### config.mk
export PLATFORM = sky130hd
export DESIGN_NAME = fetch_controller
export DESIGN_NICKNAME = d
export VERILOG_FILES = /design/src/rtl/fetch_pkg.sv /design/src/rtl/fetch_buffer.sv /design/src/rtl/fetch_controller.sv
export SDC_FILE = /design/constraint.sdc
export NUM_CORES = 1
export LEC_CHECK = 0
export CAP_MARGIN = 5
export CORE_UTILIZATION = 25
export CTS_BUF_LIST = sky130_fd_sc_hd__clkbuf_8
export CTS_CLUSTER_DIAMETER = 200
export DETAILED_ROUTE_END_ITERATION = 8
export REMOVE_ABC_BUFFERS = 1
export SLEW_MARGIN = 40
export SYNTH_ARGS = -nofsm -noshare
export SYNTH_HDL_FRONTEND = slang
export SYNTH_SLANG_ARGS = --single-unit
### constraint.sdc
create_clock -name clk -period 21.8 [get_ports clk]
set_clock_uncertainty 0.05 [all_clocks]
set_input_delay 4.36 -clock clk [delete_from_list [all_inputs] [get_ports clk]]
set_output_delay 4.36 -clock clk [all_outputs]
set_load 0.05 [all_outputs]
### src/rtl/fetch_pkg.sv
// Shared types and constants for the instruction fetch controller.
package fetch_pkg;

    typedef enum logic [1:0] {
        REQ   = 2'd0,
        WAIT  = 2'd1,
        DRAIN = 2'd2
    } fetch_state_t;

    localparam int unsigned PC_INC           = 4;
    localparam logic [31:0] INST_NOP         = 32'h0000_0013;
    localparam logic [31:0] DEFAULT_RESET_PC = 32'h0000_0000;

endpackage

### src/rtl/fetch_buffer.sv
// Synchronous FIFO of {pc, inst} pairs between instruction memory and decode.
// Flush wins over push and pop; a push and a pop in the same cycle are both taken.
module fetch_buffer #(
    parameter int unsigned WIDTH = 64,
    parameter int unsigned DEPTH = 2
) (
    input  logic                     clk,
    input  logic                     rst,
    input  logic                     push,
    input  logic                     pop,
    input  logic                     flush,
    input  logic [WIDTH-1:0]         wdata,
    output logic [WIDTH-1:0]         rdata,
    output logic [$clog2(DEPTH):0]   count,
    output logic                     empty,
    output logic                     full
);

    localparam int unsigned PW       = $clog2(DEPTH);
    localparam logic [PW:0] CNT_FULL = (PW+1)'(DEPTH);

    logic [PW-1:0]    wr_ptr_q, wr_ptr_d;
    logic [PW-1:0]    rd_ptr_q, rd_ptr_d;
    logic [PW:0]      count_q, count_d;
    logic [WIDTH-1:0] mem_q [DEPTH];
    logic [WIDTH-1:0] mem_d [DEPTH];
    logic             do_push, do_pop;

    assign empty   = (count_q == '0);
    assign full    = (count_q == CNT_FULL);
    assign count   = count_q;
    assign rdata   = mem_q[rd_ptr_q];
    assign do_push = push && (!full || pop) && !flush;
    assign do_pop  = pop && !empty && !flush;

    always_comb begin
        wr_ptr_d = wr_ptr_q;
        rd_ptr_d = rd_ptr_q;
        count_d  = count_q;
        mem_d    = mem_q;
        if (flush) begin
            wr_ptr_d = '0;
            rd_ptr_d = '0;
            count_d  = '0;
        end else begin
            if (do_push) begin
                mem_d[wr_ptr_q] = wdata;
                wr_ptr_d        = wr_ptr_q + PW'(1);
            end
            if (do_pop) begin
                rd_ptr_d = rd_ptr_q + PW'(1);
            end
            count_d = count_q + {{PW{1'b0}}, do_push} - {{PW{1'b0}}, do_pop};
        end
    end

    always_ff @(posedge clk) begin
        if (!rst) begin
            wr_ptr_q <= '0;
            rd_ptr_q <= '0;
            count_q  <= '0;
        end else begin
            wr_ptr_q <= wr_ptr_d;
            rd_ptr_q <= rd_ptr_d;
            count_q  <= count_d;
        end
    end

    // Storage carries no reset; validity is tracked by the pointers and count.
    always_ff @(posedge clk) begin
        mem_q <= mem_d;
    end

endmodule

### src/rtl/fetch_controller.sv
// Instruction fetch sequencer: owns the fetch PC, runs a single-outstanding
// req/gnt/rvalid transaction to instruction memory and queues words for decode.
module fetch_controller
    import fetch_pkg::*;
#(
    parameter int unsigned             ADDR_WIDTH = 32,
    parameter int unsigned             DATA_WIDTH = 32,
    parameter logic [ADDR_WIDTH-1:0]   RESET_PC   = ADDR_WIDTH'(DEFAULT_RESET_PC),
    parameter int unsigned             BUF_DEPTH  = 2
) (
    input  logic                  clk,
    input  logic                  rst,
    output logic                  imem_req,
    output logic [ADDR_WIDTH-1:0] imem_addr,
    input  logic                  imem_gnt,
    input  logic                  imem_rvalid,
    input  logic [DATA_WIDTH-1:0] imem_rdata,
    input  logic                  redirect_valid,
    input  logic [ADDR_WIDTH-1:0] redirect_pc,
    output logic                  inst_valid,
    input  logic                  inst_ready,
    output logic [DATA_WIDTH-1:0] inst_data,
    output logic [ADDR_WIDTH-1:0] inst_pc
);

    localparam int unsigned           BW      = ADDR_WIDTH + DATA_WIDTH;
    localparam logic [ADDR_WIDTH-1:0] PC_STEP = ADDR_WIDTH'(PC_INC);
    localparam logic [ADDR_WIDTH-1:0] PC_MASK = ~ADDR_WIDTH'(3);

    fetch_state_t                state_q, state_d;
    logic [ADDR_WIDTH-1:0]       fetch_pc_q, fetch_pc_d;
    logic [ADDR_WIDTH-1:0]       target_pc;
    logic                        issue;
    logic                        buf_push, buf_pop;
    logic                        buf_empty, buf_full;
    logic [BW-1:0]               buf_rdata;
    logic [$clog2(BUF_DEPTH):0]  buf_count;
    logic                        unused_count;

    assign target_pc    = redirect_pc & PC_MASK;
    assign issue        = rst && (state_q == REQ) && !buf_full;
    assign imem_req     = issue;
    assign imem_addr    = fetch_pc_q;
    assign inst_valid   = !buf_empty;
    assign buf_pop      = inst_valid && inst_ready && !redirect_valid;
    assign unused_count = ^buf_count;

    // Head entry is masked while empty so decode sees zeros rather than stale words.
    assign {inst_pc, inst_data} = buf_empty ? '0 : buf_rdata;

    always_comb begin
        state_d    = state_q;
        fetch_pc_d = fetch_pc_q;
        buf_push   = 1'b0;
        case (state_q)
            REQ: begin
                if (redirect_valid) begin
                    fetch_pc_d = target_pc;
                    if (issue && imem_gnt) begin
                        state_d = DRAIN;
                    end
                end else if (issue && imem_gnt) begin
                    state_d = WAIT;
                end
            end
            WAIT: begin
                if (redirect_valid) begin
                    fetch_pc_d = target_pc;
                    state_d    = imem_rvalid ? REQ : DRAIN;
                end else if (imem_rvalid) begin
                    buf_push   = 1'b1;
                    fetch_pc_d = fetch_pc_q + PC_STEP;
                    state_d    = REQ;
                end
            end
            DRAIN: begin
                // The response still in flight belongs to a squashed fetch.
                if (redirect_valid) begin
                    fetch_pc_d = target_pc;
                end
                if (imem_rvalid) begin
                    state_d = REQ;
                end
            end
            default: state_d = REQ;
        endcase
    end

    always_ff @(posedge clk) begin
        if (!rst) begin
            state_q    <= REQ;
            fetch_pc_q <= RESET_PC;
        end else begin
            state_q    <= state_d;
            fetch_pc_q <= fetch_pc_d;
        end
    end

    fetch_buffer #(
        .WIDTH (BW),
        .DEPTH (BUF_DEPTH)
    ) u_buffer (
        .clk   (clk),
        .rst   (rst),
        .push  (buf_push),
        .pop   (buf_pop),
        .flush (redirect_valid),
        .wdata ({fetch_pc_q, imem_rdata}),
        .rdata (buf_rdata),
        .count (buf_count),
        .empty (buf_empty),
        .full  (buf_full)
    );

endmodule

==> Changelog: implementation <==
### Changed

- Vias in the first global route: between 5000 and 6000
- Adders+Majority by Area: less than 1%
- Post-synth mux share: about a tenth
- Net Sw Power: roughly 0.00016 W
- Internal Pwr Total: 0.0004717 W
- Xor and xnor area share after synthesis: 0.4902%
- Cell-by-cell trace of the critical path: clkdlybuf4s50_1, and3_1, clkdlybuf4s50_1
- Crit path launch type: input pin
- Clock buffer count from CTS: 17
- Max Fanout on Critical Path: 17
- Clock Path Buffers: 2
- Post-CTS clock slew at the launch and capture registers of the worst setup and hold paths: roughly 0.080 ns
- Portion of the post-synthesis area used by sequential elements: a little over 60%
- Setup repair after global routing missed its margin: no
- Run status: completed
- Number of placement rows: between 60 and 70
- Global-route wire length before repair: just under 30000 um
- Maximum operating frequency: between 90 and 100 MHz
- Final #Nets: about 830
- Tightest hold margin: ~0.53 ns
- Latency at later pin: approximately 0.45 ns
- Final count of negative-setup-slack endpoints: 0
- Number of enable flip-flop cells: 124
- Post-CTS Hold Fix Bufs: 0
- Vertical die dimension: 171.1 um
- Vias per cell: 4.591
- Total power: 0.0006367 W
- Die area: around 30000 um2
- TritonCTS clock tree: built
- Design Area, Final: approximately 9600 um2
- LEAKAGE: roughly 3 nW
- Worst slew margin relative to its limit: 44.86%
- Dominant register cell: sky130_fd_sc_hd__edfxtp_1
- DP Worst Slack: roughly 11 ns
- Critical path arrival: around 6.4 ns
- Top-Level Pins: roughly 170
- Area reported by Yosys stat: 7147 um2
- Tally of max-capacitance violations: 0
- Fraction of the cycle the final worst path needs: 49.51%
- Net switching fraction of the power: between 20% and 30%
- Asr flop ratio synth: 0%
- Count of input and output buffers: 161
- Seq cells post-synth: between 150 and 200
- Aoi share: roughly 8.8%
- Count of buffers added by post-CTS timing repair for setup: 0
- Fraction of layout instances using a drive strength above 1: around 7.1%
- Core Box Area: 27930 um2
- Class of the tightest hold or removal check: reg2reg
- Final HPWL from detailed placement: ~13000 um
- Time the final worst path needs with I/O delays and setup: 10.79 ns
- TritonCTS Sinks: approximately 160
- H-Tree Level Count: 4
- Remaining antenna violation count: 0
- Critical Path RT: around 17 ns
- Worst path setup slack after routing: roughly 11 ns
- Number of design rule violations left after detail routing: 0
- Count of inserted antenna diode cells: 0
- CTS-repair resized insts: 0
- Commonest cells after routing, fill and taps aside: 161 x sky130_fd_sc_hd__clkdlybuf4s50_1, 124 x sky130_fd_sc_hd__edfxtp_1, 101 x sky130_fd_sc_hd__nor2_1
- Slowest stage delay, CP: roughly 0.94 ns
- Mean area per synthesized cell: approximately 12 um2
- Slew at the pin closest to its max-slew limit: slightly above 0.8 ns
- Final tally of hold violations: 0
- Maximum number of pins on one net before global-route repair: approximately 63
- Filler cells: ~2800
==> cells in the mapped netlist (3+ instances only) <==
library cell | count | share of area, %
sky130_fd_sc_hd__nand3_1 | 20 | 1.4
sky130_fd_sc_hd__buf_2 | 5 | 0.35
sky130_fd_sc_hd__nand2b_1 | 8 | 0.70
sky130_fd_sc_hd__nor4_1 | 4 | 0.35
sky130_fd_sc_hd__nor2_1 | 102 | 5.4
sky130_fd_sc_hd__o21ai_0 | 24 | 1.7
sky130_fd_sc_hd__buf_4 | 4 | 0.42
sky130_fd_sc_hd__and3_1 | 6 | 0.53
sky130_fd_sc_hd__o22ai_1 | 3 | 0.26
sky130_fd_sc_hd__clkbuf_1 | 33 | 1.7
sky130_fd_sc_hd__nor2b_1 | 3 | 0.26
sky130_fd_sc_hd__nand2_1 | 38 | 2.0
sky130_fd_sc_hd__a311oi_1 | 3 | 0.37
sky130_fd_sc_hd__or4_1 | 4 | 0.42
sky130_fd_sc_hd__nand4_1 | 9 | 0.79
sky130_fd_sc_hd__dfxtp_1 | 36 | 10
sky130_fd_sc_hd__a21oi_1 | 20 | 1.4
sky130_fd_sc_hd__ha_1 | 3 | 0.53
sky130_fd_sc_hd__a211oi_1 | 9 | 0.95
sky130_fd_sc_hd__edfxtp_1 | 124 | 52
sky130_fd_sc_hd__or3_1 | 3 | 0.26
sky130_fd_sc_hd__and2_1 | 8 | 0.70
sky130_fd_sc_hd__a32oi_1 | 4 | 0.49
sky130_fd_sc_hd__inv_1 | 5 | 0.26
sky130_fd_sc_hd__a31oi_1 | 5 | 0.44
sky130_fd_sc_hd__mux2i_1 | 68 | 9.5
sky130_fd_sc_hd__nor3_1 | 10 | 0.70
==> flip-flops by register name, indices dropped and copies added, names as in the netlist <==
register / count
u_buffer.mem_q: 124
imem_addr: 30
state_q: 2
u_buffer.count: 2
u_buffer.rd_ptr_q: 1
u_buffer.wr_ptr_q: 1
==> worst paths after layout <==
check | start | to | slack (ns) | cells past startpoint
worst min-delay path | imem_addr[26] | u_buffer.mem_q[122] | 0.53 | 0
worst max-delay path | rst | imem_req | 11.01 | 3
worst max register to register | state_q[1] | u_buffer.mem_q[68] | 18.48 | 4
worst min register to register | imem_addr[26] | u_buffer.mem_q[122] | 0.53 | 0
==> routing by layer <==
metal  up-vias  share of wire, %  track usage (%)
li1       2546                 -                -
met5         -                 0                0
met2       151                47            21.39
met3        11               6.7            4.187
met1      2563                45            17.37
met4         0              0.93            3.300
==> power by group through the flow <==
stage,Sequential (W),Clock [W],Combinational [W]
after detailed placement,0.000355,0,0.0000695
after global placement,0.000354,0,0.0000688
after global routing,0.000349,0.000242,0.0000744
after floorplan,0.000365,0,0.0000239
final,0.000347,0.000220,0.0000694
after CTS,0.000348,0.000228,0.0000699
==> final cells by class <==
type / instances / area, um2 / area share (%)
clock buffers: 19 / 261.5 / 2.732
well taps: 378 / 473.0 / 4.941
multi-input cells: 404 / 2537 / 26.51
clock inverters: 13 / 136.4 / 1.425
inverters: 5 / 18.77 / 0.1961
flip-flops and latches: 160 / 4448 / 46.47
repair buffers: 169 / 1697 / 17.73
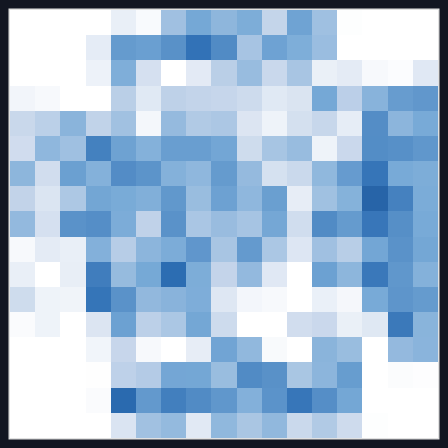
density.png
17 x 17 tiles, from white (low) to dark blue (high), 0 to 100% covered.
emptiest ninth of the die: bottom left
fullest tile: 79%
mean over tiles: 31%
densest ninth of the die: right middle
tiles over 75% full: 1.0%

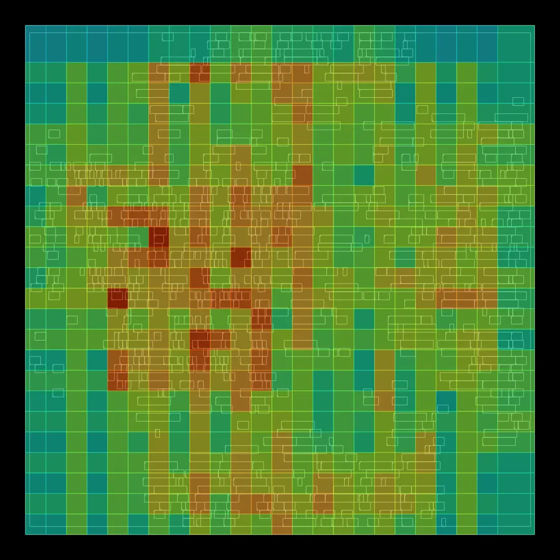
final_congestion.png
global routing usage on met1: 17.37%
Post-Route Utilization: 34.27%

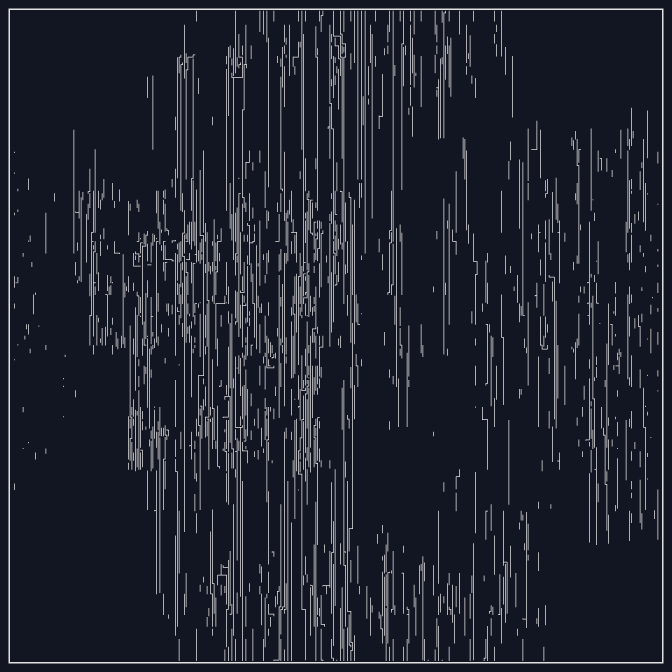
met2.png
wire length on this layer: 9160 um
nets with wire on the layer: 668
main direction: vertical
longest straight run: 72.2 um
share of all routed wire: 47%
total via count after detailed routing: 5271
met2 track demand over resource: 21.39%
wire length reported by the detailed router: 19350 um

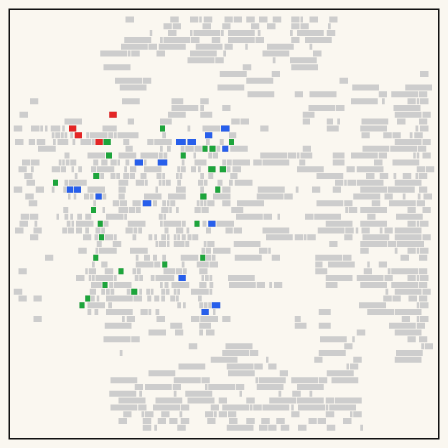
gate_families.png
[AND-OR and OR-AND gates] blue | cells: 15
[XOR/XNOR gates] red | cells: 4
[AND and OR gates] green | cells: 25
multi-input gate share of the layout cell area: 26.51%
Commonest Layout Cell: sky130_fd_sc_hd__clkdlybuf4s50_1

No activity file was given, so power comes from the tool's default toggle rates.
